==> config.mk <==
export PLATFORM = sky130hd
export DESIGN_NAME = fb_layer_compositor
export DESIGN_NICKNAME = d
export VERILOG_FILES = /design/src/rtl/fb_layer_compositor.sv
export SDC_FILE = /design/constraint.sdc
export NUM_CORES = 1
export LEC_CHECK = 0
export CAP_MARGIN = 20
export CORE_ASPECT_RATIO = 0.7
export CORE_MARGIN = 5
export CORE_UTILIZATION = 56
export CTS_CLUSTER_DIAMETER = 200
export DETAILED_ROUTE_END_ITERATION = 16
export PLACE_DENSITY = 0.8
export SLEW_MARGIN = 20
export SYNTH_ARGS = -nofsm -noshare
export SYNTH_HDL_FRONTEND = slang
export SYNTH_SLANG_ARGS = --single-unit
==> constraint.sdc <==
create_clock -name Clk -period 11.1 [get_ports Clk]
set_input_delay 3.33 -clock Clk [delete_from_list [all_inputs] [get_ports Clk]]
set_output_delay 3.33 -clock Clk [all_outputs]
set_load 0.01 [all_outputs]
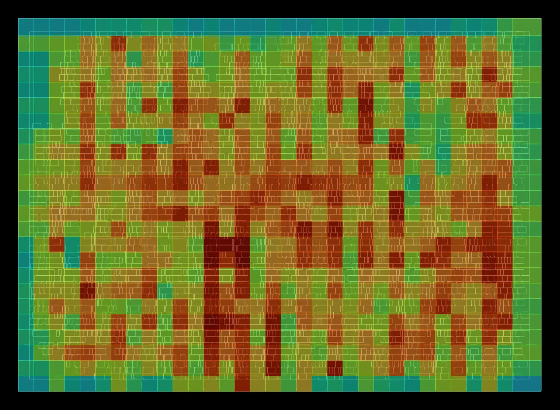
**Above:** run 1 (congestion heat map).
Wirelength per Cell: 18.50 microns
met1 usage: 37.73%
gr busiest metal: met2
grt met3 use: 6.433%
GRT Resource Usage Total: 29.12%

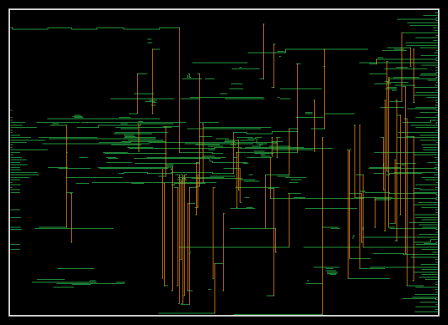
**Above:** run 1 (wiring by layer).
Two of the layers only.
color	layer	wire length
orange	M4	2,750 microns
green	M3	4,880 microns
wirelength, routed: 59.30 mm
DR vias: 17,930

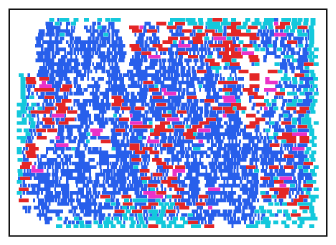
**Above:** run 1 (placement by cell class).
color	class	cells
red	registers	205
cyan	remaining buffers and delay cells	348
magenta	clock drivers and dummy loads	44
blue	remaining logic cells	2,136
Seq area share: 16.92%
final core occ: 70.11%
cell area after layout: 24,250 sq um

==> impl_metrics.toml, run 1 <==
# physical design summary
[detailed_routing]
vias_per_cell = 5.592
ant_nets = 0

[worst_setup_path]
critPathBufInv = 8
cp-start-kind = "flip-flop"
crit_slowest_cell = "clkdlybuf4s50_1"
cp_max_fo = 7

[final_timing]
worstMarginPinSlew_ns = 1.159
slew_headroom_pct = 22.72
finalHoldViolCount = 0
setup_violations = 0
fin_crit_sh_pct = 98.13
maxSlewViolCount = 0

[job]
cap_viol_max_count = 0
warnings = 56

[floorplanning]
die_w_microns = 233.6
die_area_sq_um = 38880
fp_util_pct = 56.64
core_sq_um = 34590

[yosys]
synthArstFlopShare_pct = 0
fp_nets = 3006
yosysWarningCount = 0
syn_area_sq_um = 19590
syn_inst = 2421
yosysUniqueCellTypes = 73
top_cell = "inv_1"

[cts]
cts-buffers-inserted = 24
post_cts_buffers = 2

[final_layout]
largest_reg_flops = 38
final_nets = 3300

[place]
placedCellCount = 3159

[power_and_ir_drop]
leakagePower_nw = 11.05

[status]
status = "finished clean"
[run 1: report_power, final]
part	internal, W	leakage [nW]	switching, W
combinational	0.000530	9.01	0.000737
clock	0.000460	0.382	0.000358
sequential	0.000745	1.65	0.00000781
[run 1: per-layer routing]
layer	global-route usage [%]	vias to the layer above	routed length [microns]
li1	-	8679	-
met1	37.73	8473	24800
met2	47.34	638	26870
met3	6.433	137	4876
met4	11.81	0	2748
met5	0	-	0
[run 1: through the flow]
step                      worst slack, ns  hold slack (ns)  utilization, %  instance area (sq um)
after floorplan                     1.421           0.4057               -                  19590
after global placement             0.6479           0.4110           67.26                  23260
after detailed placement           0.4686           0.4120           67.27                  23270
after CTS                         0.03551           0.4286           69.75                  24130
after global routing              -0.1290           0.4456           70.11                  24250
final                              0.2076           0.4260           70.11                  24250
[run 1: cell families (layout without fill, tap and decap cells)]
group | count (synthesis) | count (layout) | share of synthesized area [%]
compound gates | 448 | 448 | 14.84
xor+xnor | 164 | 164 | 7.332
fa+ha+maj | 385 | 385 | 28.83
buf+inv | 432 | 744 | 8.444
flops | 205 | 205 | 20.95
mux | 9 | 9 | 0.4663
other cells | 0 | 1 | 0
simple gates | 778 | 778 | 19.14
[run 1: cell usage in the layout (no fill, tap or decap), drive strengths merged, types with 52 or more instances in the layout]
cell type	instances
xor2	75
and2	56
ha	273
fa	111
inv	354
nand2	280
nor2	167
o21ai	52
dfxtp	205
clkdlybuf4s50	317
xnor2	89
a21oi	187
[run 1: final cells by class]
type	count	area, sq um	share of cell area [%]
multi-input cells	1784	13980	57.65
flip-flops and latches	205	4104	16.92
repair buffers	348	3440	14.18
inverters	352	1321	5.448
clock buffers	26	618.1	2.549
well taps	472	590.6	2.435
clock inverters	18	193.9	0.7997
diodes	1	2.502	0.01032
--- run 2 (diff from run 1) ---
--- a/config.mk
+++ b/config.mk
@@ -7,7 +7,7 @@
 export LEC_CHECK = 0
 export CAP_MARGIN = 20
 export CORE_ASPECT_RATIO = 0.7
-export CORE_MARGIN = 5
+export CORE_MARGIN = 2
 export CORE_UTILIZATION = 56
 export CTS_CLUSTER_DIAMETER = 200
 export DETAILED_ROUTE_END_ITERATION = 16
==> impl_metrics.toml, run 2 <==
# physical design summary
[detailed_routing]
num_vias = 18000

[power_and_ir_drop]
leakagePower_nw = 11.01
switchingPower_w = 0.001104
comb_power_share_pct = 45.2
pg_comb_w = 0.00126
power_frac_seq_pct = 26.9

[worst_setup_path]
cp_max_fo = 11

[final_timing]
slew_headroom_pct = 24.28
fin_crit_sh_pct = 97.10
setup_violations = 0
maxSlewViolCount = 0
finalHoldViolCount = 0

[yosys]
yosys.area_share.aoi_pct = 14.84
top_cell = "inv_1"
xor_share_pct = 7.332
yosys-dominant-comb-family = "adder cells"
syn_inst = 2421
fp_nets = 3006

[place]
placedInstanceArea_sq_um = 23230

[floorplanning]
fp_util_pct = 56.64
die_w_microns = 227.6

[job]
warnings = 58

[status]
status = "finished clean"

[final_layout]
largest_reg_flops = 38
## run 2: through the flow
step                hold WS, ns  utilization, %  worst slack, ns  std cells
finish                   0.4254           69.87           0.3219       3201
floorplan                0.4057               -            1.421       2421
global placement         0.4095           67.15           0.6241       3154
global route             0.4362           69.86          0.01031       3199
CTS                      0.4256           69.46          0.03389       3196
detailed placement       0.4113           67.17           0.4262       3154
## run 2: logic make-up (layout without fill, tap and decap cells)
| logic type | Yosys count | count (layout) |
|---|---|---|
| AND-OR/OR-AND | 448 | 448 |
| XOR/XNOR | 164 | 164 |
| adder cells (fa/ha/maj) | 385 | 385 |
| buffers and inverters | 432 | 736 |
| flip-flops | 205 | 205 |
| multiplexers | 9 | 9 |
| other | 0 | 4 |
| AND/OR/NAND/NOR | 778 | 778 |
## run 2: worst max-delay path, delay by kind of cell, from the launching register on
| family | cells | cell delay (ns) |
|---|---|---|
| compound gates | 4 | 0.70 |
| simple gates | 7 | 1.54 |
| flops | 1 | 0.47 |
| xor+xnor | 1 | 0.37 |
| fa+ha+maj | 7 | 2.79 |
| buf+inv | 6 | 1.03 |
## run 2: final cells by class
class | count | area, sq um
Clock inverter | 16 | 165.2
Timing Repair Buffer | 343 | 3423
Inverter | 352 | 1321
Tap cell | 472 | 590.6
Fill cell | 2772 | 10420
Multi-Input combinational cell | 1784 | 13970
Clock buffer | 25 | 583.1
Antenna cell | 4 | 10.01
Sequential cell | 205 | 4108
## run 2: routing by layer
metal | global-route usage, % | vias up | part of all wire, %
li1 | - | 8675 | -
met1 | 40.73 | 8484 | 43
met2 | 49.82 | 716 | 45
met3 | 5.324 | 129 | 8.4
met4 | 11.82 | 0 | 3.8
met5 | 0 | - | 0
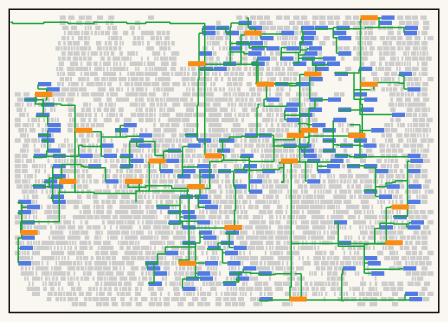
**Above:** run 2 (clock network drawn from the DEF).
[blue] flip-flops | count: 205
[green] clock wires | length: 3,020 microns
[orange] clock-net drivers | count: 23
flops lie	widely spread
skew final: 0.02392 ns
Clk pwr share: 27.9%
clk latency late pin: 0.56 ns
P_clk: 0.000779 W

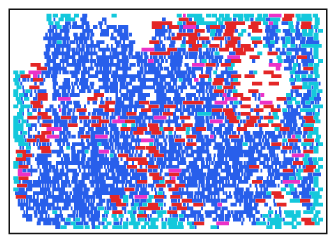
**Above:** run 2 (placement by cell class).
color	class	cells
blue	remaining logic cells	2,136
cyan	remaining buffers and delay cells	343
magenta	clock drivers and dummy loads	41
red	registers	205
final core occ: 69.87%
Seq area share: 17.00%
Row Count: 57
cell area after layout: 24,170 sq um
core area: 34,590 sq um

Power figures rest on the tool's default switching activity, not on a simulated workload.
